[src/rtl/alu_arb_pkg.sv]
// Shared constants for the ALU arbiter: FSM encoding, ALU FunSel codes and
// ZCNO flag positions.
package alu_arb_pkg;
    localparam int unsigned DATA_W = 8;
    localparam int unsigned FS_W   = 4;
    localparam int unsigned FLAG_W = 4;

    localparam logic [1:0] ST_IDLE  = 2'd0;
    localparam logic [1:0] ST_ISSUE = 2'd1;
    localparam logic [1:0] ST_WAIT  = 2'd2;
    localparam logic [1:0] ST_RESP  = 2'd3;

    localparam logic [3:0] FS_A   = 4'b0000;
    localparam logic [3:0] FS_ADD = 4'b0100;
    localparam logic [3:0] FS_SUB = 4'b0101;
    localparam logic [3:0] FS_CMP = 4'b0110;
    localparam logic [3:0] FS_CSR = 4'b1111;

    localparam int unsigned ZCNO_Z = 3;
    localparam int unsigned ZCNO_C = 2;
    localparam int unsigned ZCNO_N = 1;
    localparam int unsigned ZCNO_O = 0;

    function automatic logic [1:0] id_to_onehot(input logic id);
        return id ? 2'b10 : 2'b01;
    endfunction
endpackage

[src/rtl/alu_arbiter_if.sv]
// Request, response and ALU-side signals of the shared-ALU arbiter.
// slave = arbiter side, master = clients plus the ALU.
interface alu_arbiter_if;
    import alu_arb_pkg::*;

    logic [1:0]                   req_valid;
    logic [1:0]                   req_ready;
    logic [1:0]                   req_lock;
    logic [1:0][FS_W-1:0]         req_funsel;
    logic [1:0][DATA_W-1:0]       req_a;
    logic [1:0][DATA_W-1:0]       req_b;

    logic                         rsp_valid;
    logic                         rsp_id;
    logic [DATA_W-1:0]            rsp_data;
    logic [FLAG_W-1:0]            rsp_zcno;
    logic                         rsp_ready;

    logic [DATA_W-1:0]            alu_a;
    logic [DATA_W-1:0]            alu_b;
    logic [FS_W-1:0]              alu_funsel;
    logic [DATA_W-1:0]            alu_out;
    logic [FLAG_W-1:0]            alu_zcno;

    modport slave (
        input  req_valid, req_lock, req_funsel, req_a, req_b, rsp_ready,
               alu_out, alu_zcno,
        output req_ready, rsp_valid, rsp_id, rsp_data, rsp_zcno,
               alu_a, alu_b, alu_funsel
    );

    modport master (
        output req_valid, req_lock, req_funsel, req_a, req_b, rsp_ready,
               alu_out, alu_zcno,
        input  req_ready, rsp_valid, rsp_id, rsp_data, rsp_zcno,
               alu_a, alu_b, alu_funsel
    );
endinterface

[src/rtl/alu_arb_rr.sv]
// Two-way round-robin picker. A held lock restricts the grant to the owner
// while the owner is still requesting; otherwise plain alternation.
module alu_arb_rr
    import alu_arb_pkg::*;
(
    input  logic [1:0] valid_i,
    input  logic       last_i,
    input  logic       lock_i,
    input  logic       owner_i,
    output logic [1:0] grant_o,
    output logic       id_o
);
    always_comb begin
        grant_o = 2'b00;
        id_o    = 1'b0;
        if (lock_i && valid_i[owner_i]) begin
            id_o    = owner_i;
            grant_o = id_to_onehot(owner_i);
        end else if (valid_i == 2'b11) begin
            id_o    = ~last_i;
            grant_o = id_to_onehot(~last_i);
        end else if (valid_i != 2'b00) begin
            id_o    = valid_i[1];
            grant_o = valid_i;
        end
    end
endmodule

[src/rtl/alu_arbiter.sv]
// Shares one registered ALU between two requesters: round-robin grant with an
// ownership lock for carry chains, fixed issue/wait/respond sequence.
module alu_arbiter
    import alu_arb_pkg::*;
#(
    parameter int unsigned LOCK_MAX = 15
) (
    input  logic         clk_i,
    input  logic         rst_n_i,
    alu_arbiter_if.slave bus,
    output logic         busy_o
);
    // state | meaning
    // IDLE  | arbitrate; READY pulses and operands latch on grant
    // ISSUE | ALU_* stable, ALU samples them at the closing edge
    // WAIT  | ALU result settles, captured into RSP_* at the closing edge
    // RESP  | RSP_* held until RSP_READY, then LAST/lock update

    localparam logic [8:0] LOCK_MAX_W = 9'(LOCK_MAX);

    logic [1:0]        state_q, state_d;
    logic              id_q, id_d;
    logic              op_lock_q, op_lock_d;
    logic              last_q, last_d;
    logic              lock_q, lock_d;
    logic              owner_q, owner_d;
    logic [7:0]        cnt_q, cnt_d;
    logic [8:0]        cnt_inc;
    logic [DATA_W-1:0] alu_a_q, alu_a_d;
    logic [DATA_W-1:0] alu_b_q, alu_b_d;
    logic [FS_W-1:0]   alu_fs_q, alu_fs_d;
    logic              rsp_valid_q, rsp_valid_d;
    logic [DATA_W-1:0] rsp_data_q, rsp_data_d;
    logic [FLAG_W-1:0] rsp_zcno_q, rsp_zcno_d;
    logic [1:0]        grant;
    logic              grant_id;

    alu_arb_rr u_rr (
        .valid_i (bus.req_valid),
        .last_i  (last_q),
        .lock_i  (lock_q),
        .owner_i (owner_q),
        .grant_o (grant),
        .id_o    (grant_id)
    );

    assign cnt_inc = {1'b0, cnt_q} + 9'd1;

    always_comb begin
        state_d     = state_q;
        id_d        = id_q;
        op_lock_d   = op_lock_q;
        last_d      = last_q;
        lock_d      = lock_q;
        owner_d     = owner_q;
        cnt_d       = cnt_q;
        alu_a_d     = alu_a_q;
        alu_b_d     = alu_b_q;
        alu_fs_d    = alu_fs_q;
        rsp_valid_d = rsp_valid_q;
        rsp_data_d  = rsp_data_q;
        rsp_zcno_d  = rsp_zcno_q;
        case (state_q)
            ST_IDLE: begin
                // An owner that stopped requesting gives up the lock at once.
                if (lock_q && !bus.req_valid[owner_q]) begin
                    lock_d = 1'b0;
                    cnt_d  = 8'd0;
                end
                if (grant != 2'b00) begin
                    id_d      = grant_id;
                    op_lock_d = bus.req_lock[grant_id];
                    alu_a_d   = bus.req_a[grant_id];
                    alu_b_d   = bus.req_b[grant_id];
                    alu_fs_d  = bus.req_funsel[grant_id];
                    state_d   = ST_ISSUE;
                end
            end
            ST_ISSUE: state_d = ST_WAIT;
            ST_WAIT: begin
                rsp_data_d  = bus.alu_out;
                rsp_zcno_d  = bus.alu_zcno;
                rsp_valid_d = 1'b1;
                state_d     = ST_RESP;
            end
            ST_RESP: begin
                if (bus.rsp_ready) begin
                    rsp_valid_d = 1'b0;
                    last_d      = id_q;
                    state_d     = ST_IDLE;
                    // LAST = id makes the other requester win after a forced release.
                    if (op_lock_q && (cnt_inc < LOCK_MAX_W)) begin
                        lock_d  = 1'b1;
                        owner_d = id_q;
                        cnt_d   = cnt_inc[7:0];
                    end else begin
                        lock_d  = 1'b0;
                        cnt_d   = 8'd0;
                    end
                end
            end
            default: state_d = ST_IDLE;
        endcase
    end

    always_ff @(posedge clk_i or negedge rst_n_i) begin
        if (!rst_n_i) begin
            state_q     <= ST_IDLE;
            id_q        <= 1'b0;
            op_lock_q   <= 1'b0;
            last_q      <= 1'b1;
            lock_q      <= 1'b0;
            owner_q     <= 1'b0;
            cnt_q       <= 8'd0;
            alu_a_q     <= '0;
            alu_b_q     <= '0;
            alu_fs_q    <= '0;
            rsp_valid_q <= 1'b0;
            rsp_data_q  <= '0;
            rsp_zcno_q  <= '0;
        end else begin
            state_q     <= state_d;
            id_q        <= id_d;
            op_lock_q   <= op_lock_d;
            last_q      <= last_d;
            lock_q      <= lock_d;
            owner_q     <= owner_d;
            cnt_q       <= cnt_d;
            alu_a_q     <= alu_a_d;
            alu_b_q     <= alu_b_d;
            alu_fs_q    <= alu_fs_d;
            rsp_valid_q <= rsp_valid_d;
            rsp_data_q  <= rsp_data_d;
            rsp_zcno_q  <= rsp_zcno_d;
        end
    end

    // READY is a combinational grant; reset gating keeps it low while rst_n is held.
    assign bus.req_ready  = (state_q == ST_IDLE) ? (grant & {2{rst_n_i}}) : 2'b00;
    assign bus.rsp_valid  = rsp_valid_q;
    assign bus.rsp_id     = id_q;
    assign bus.rsp_data   = rsp_data_q;
    assign bus.rsp_zcno   = rsp_zcno_q;
    assign bus.alu_a      = alu_a_q;
    assign bus.alu_b      = alu_b_q;
    assign bus.alu_funsel = alu_fs_q;
    assign busy_o         = (state_q != ST_IDLE);
endmodule

[src/flat_wrapper.sv]
// flat-port wrapper written by rule: the top's interface ports become plain ports
module alu_arbiter_flat import alu_arb_pkg::*;
#(
    parameter int unsigned LOCK_MAX = 15
)
  (clk_i, rst_n_i, busy_o, bus_req_valid, bus_req_lock, bus_req_funsel, bus_req_a, bus_req_b, bus_rsp_ready, bus_alu_out, bus_alu_zcno, bus_req_ready, bus_rsp_valid, bus_rsp_id, bus_rsp_data, bus_rsp_zcno, bus_alu_a, bus_alu_b, bus_alu_funsel);
  alu_arbiter_if bus_i ();
  input  logic clk_i;
  input  logic rst_n_i;
  output logic busy_o;
  input wire logic [$bits(bus_i.req_valid)-1:0] bus_req_valid;
  input wire logic [$bits(bus_i.req_lock)-1:0] bus_req_lock;
  input wire logic [$bits(bus_i.req_funsel)-1:0] bus_req_funsel;
  input wire logic [$bits(bus_i.req_a)-1:0] bus_req_a;
  input wire logic [$bits(bus_i.req_b)-1:0] bus_req_b;
  input wire logic [$bits(bus_i.rsp_ready)-1:0] bus_rsp_ready;
  input wire logic [$bits(bus_i.alu_out)-1:0] bus_alu_out;
  input wire logic [$bits(bus_i.alu_zcno)-1:0] bus_alu_zcno;
  output wire logic [$bits(bus_i.req_ready)-1:0] bus_req_ready;
  output wire logic [$bits(bus_i.rsp_valid)-1:0] bus_rsp_valid;
  output wire logic [$bits(bus_i.rsp_id)-1:0] bus_rsp_id;
  output wire logic [$bits(bus_i.rsp_data)-1:0] bus_rsp_data;
  output wire logic [$bits(bus_i.rsp_zcno)-1:0] bus_rsp_zcno;
  output wire logic [$bits(bus_i.alu_a)-1:0] bus_alu_a;
  output wire logic [$bits(bus_i.alu_b)-1:0] bus_alu_b;
  output wire logic [$bits(bus_i.alu_funsel)-1:0] bus_alu_funsel;
  assign bus_i.req_valid = bus_req_valid;
  assign bus_i.req_lock = bus_req_lock;
  assign bus_i.req_funsel = bus_req_funsel;
  assign bus_i.req_a = bus_req_a;
  assign bus_i.req_b = bus_req_b;
  assign bus_i.rsp_ready = bus_rsp_ready;
  assign bus_i.alu_out = bus_alu_out;
  assign bus_i.alu_zcno = bus_alu_zcno;
  assign bus_req_ready = bus_i.req_ready;
  assign bus_rsp_valid = bus_i.rsp_valid;
  assign bus_rsp_id = bus_i.rsp_id;
  assign bus_rsp_data = bus_i.rsp_data;
  assign bus_rsp_zcno = bus_i.rsp_zcno;
  assign bus_alu_a = bus_i.alu_a;
  assign bus_alu_b = bus_i.alu_b;
  assign bus_alu_funsel = bus_i.alu_funsel;
  alu_arbiter #(.LOCK_MAX(LOCK_MAX)) u_core (.clk_i(clk_i), .rst_n_i(rst_n_i), .bus(bus_i), .busy_o(busy_o));
endmodule
[config.mk]
export PLATFORM = sky130hd
export DESIGN_NAME = alu_arbiter_flat
export DESIGN_NICKNAME = d
export VERILOG_FILES = /design/src/rtl/alu_arb_pkg.sv /design/src/rtl/alu_arbiter_if.sv /design/src/rtl/alu_arb_rr.sv /design/src/rtl/alu_arbiter.sv /design/src/flat_wrapper.sv
export SDC_FILE = /design/constraint.sdc
export NUM_CORES = 1
export LEC_CHECK = 0
export CORE_UTILIZATION = 42
export DETAILED_ROUTE_END_ITERATION = 10
export PLACE_DENSITY = 0.76
export SLEW_MARGIN = 20
export SYNTH_ARGS = -nofsm -noshare
export SYNTH_HDL_FRONTEND = slang
export SYNTH_HIERARCHICAL = 1
export SYNTH_SLANG_ARGS = --single-unit
[constraint.sdc]
create_clock -name clk_i -period 2 [get_ports clk_i]
set_input_delay 0.3 -clock clk_i [delete_from_list [all_inputs] [get_ports clk_i]]
set_output_delay 0.3 -clock clk_i [all_outputs]
set_load 0.02 [all_outputs]
==> images/m2.png <==
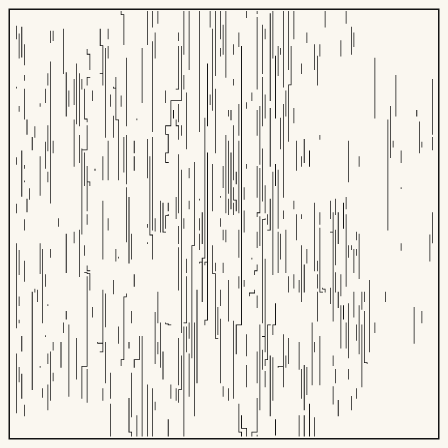
share of all routed wire: 45%
longest straight run: 49.0 um
main direction: vertical
wire length on this layer: 2330 um
nets with wire on the layer: 299

==> impl_metrics.tcl <==
# place-and-route summary
set metrics [dict create \
    floorplan.tapcells 70 \
    inverters_excl_clock 9 \
    critical_path_cell_count 6 \
    critPathCaptureType "flip-flop" \
    tightest_slew_ns 0.672 \
    grt_most_used_layer "met2" \
    cts-root-to-sink-buffers 2 \
    critPathBufInv 0 \
    final_hold_slack_ns 0.383 \
    post_synth_num_cell_types 34 \
    clock_tree_from_tritoncts "done" \
    post_layout_nonfiller_instances 377 \
    mostFrequentLayoutCell "clkdlybuf4s50_1" \
    total_leakage_power_uw 0.00149 \
    postCtsSetupBuffers 0 \
    die.size.x_um 75.3 \
    groute.usage.overall_pct 20.1 \
    combAreaFraction_pct 28.9 \
    clock.fmax_mhz 521 \
    regToRegStartpoint "u_core/cnt_q[1]" \
    combGateArea_um2 982 \
    cp-startpoint "u_core/cnt_q[1]" \
    timing.critical_path.cells "ha_1 > and3_4 > a311o_1 > o21ai_2 > o2111ai_4 > mux2_4" \
    fin_util_pct 66.2 \
    non_clock_buffer_count 105 \
    rsz0062_at_grt "no" \
    chipArea_um2 5670 \
    layout.sequential_cells 48 \
    pwr.group.combinational_uw 2380 \
    critPathRequiredTime_ns 2.18 \
    most-common-layout-cells "clkdlybuf4s50_1 (91), dfrtp_1 (46), nand2_1 (30)" \
    clock_root_buffer "clkbuf_8" \
    worst_hold_path_type "input port to async pin" \
    route.antenna.remaining_nets 0 \
    cts_hold_repair.buffers 1 \
    port_buffers 95 \
    first_global_vias 1732 \
    maxUsedRoutingLayer "met4" \
    setup.reg_to_reg.worst_slack_ns 0.08 \
    synth_compound_gate_area_share_pct 11.6 \
    postLayoutSetupSlackWorst_ns 0.0814 \
    ys.flops 48 \
    shortest_clock_period_the_worst_path_allows_after_layout_ns 1.92 \
    switching_power_uw 1750 \
    routed_len_inst_um 13.7 \
    dieHeight_um 75.3 \
    cp_max_stage_delay_ns 0.42 \
    buffer_area_share_pct 29.9 \
    fin_skew_ns 0.0107 \
    worst_r2r_endpoint "u_core/owner_q" \
    finalMaxSlewViolations 0 \
    stage_log_warnings 28 \
    viasPerCell 4.90 \
    post_synth_xor_area_fraction_pct 0.777 \
    drt_pre_antenna_iters 4 \
    synth-adder-area-share_pct 2.22 \
    synth-edff-count 0 \
    placed_area_um2 3320 \
    timing.critical_path.from_type "flip-flop" \
    topCellsByArea "dfrtp_1 (52%), mux2i_1 (9.3%), mux2_2 (7.5%)" \
    power_frac_seq_pct 35.7 \
    power_leader "combinational logic" \
    setup_viol_count_final 0 \
    dr_wl_met2_um 2330 \
    grt_overflow 0 \
    synth.top_cell.area_share_pct 52.2 \
    worst_setup_path_endpoint "u_core/owner_q" \
    multi_input_combinational_gate_total 138 \
    biggestCellCategory "sequential cells" \
    ys_cells 204 \
    asyncSetResetFlopFracSynth_pct 100 \
    drc 0 \
    vdd_drop_max_v 0.000682 \
    wire_length_of_the_first_global_routing_pass_um 8340 \
    synthesis.instances 204 \
    post_synth_instance_area_um2 2250 \
    outcome "finished, final reports clean" \
    avgSynthCellArea_um2 11.1 \
    post_synth_and_or_nand_nor_area_fraction_pct 11.3 \
    drive_gt1_share_pct 13.4 \
    p_per_area_nw_per_um2 1340 \
    io_pins 96 \
    r2r_cells 6 \
    wirelength_um 5170 \
    mappedNetlistNets 267 \
    finish.instance_area_um2 3400 \
    synthToLayoutAreaGrowth_pct 50.8 \
    power.share.clock_pct 12.2 \
]
==> images/clock_nets.png <==
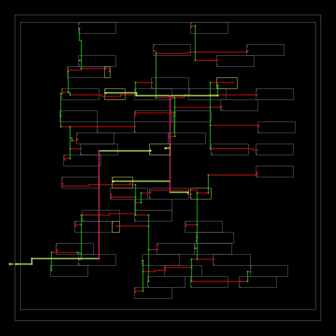
CTS Buf Count: 5
clk_lat worst skew: 0.30 ns
count of clock tree sinks: 48
clock network power: 555 uW

==> synthesized netlist by cell type (all sizes together), types with 2 or more instances <==
master	count
ha	4
nand2b	2
o22ai	2
dfrtp	47
mux2	16
o21ai	29
buf	3
nor3b	2
and2	5
nor2b	2
xnor2	2
inv	9
nand2	30
nand4	2
nand3	2
nor2	4
a21oi	4
mux2i	21
and3	3
clkbuf	6
==> state kept, by name (all words and copies together) (netlist names), 2 cells and up <==
register               cells
u_core/bus.alu_a           8
u_core/bus.alu_b           8
u_core/bus.rsp_data        8
u_core/cnt_q               8
u_core/bus.alu_funsel      4
u_core/bus.rsp_zcno        4
u_core/state_q             2
Power is estimated from default activity; no workload was simulated.
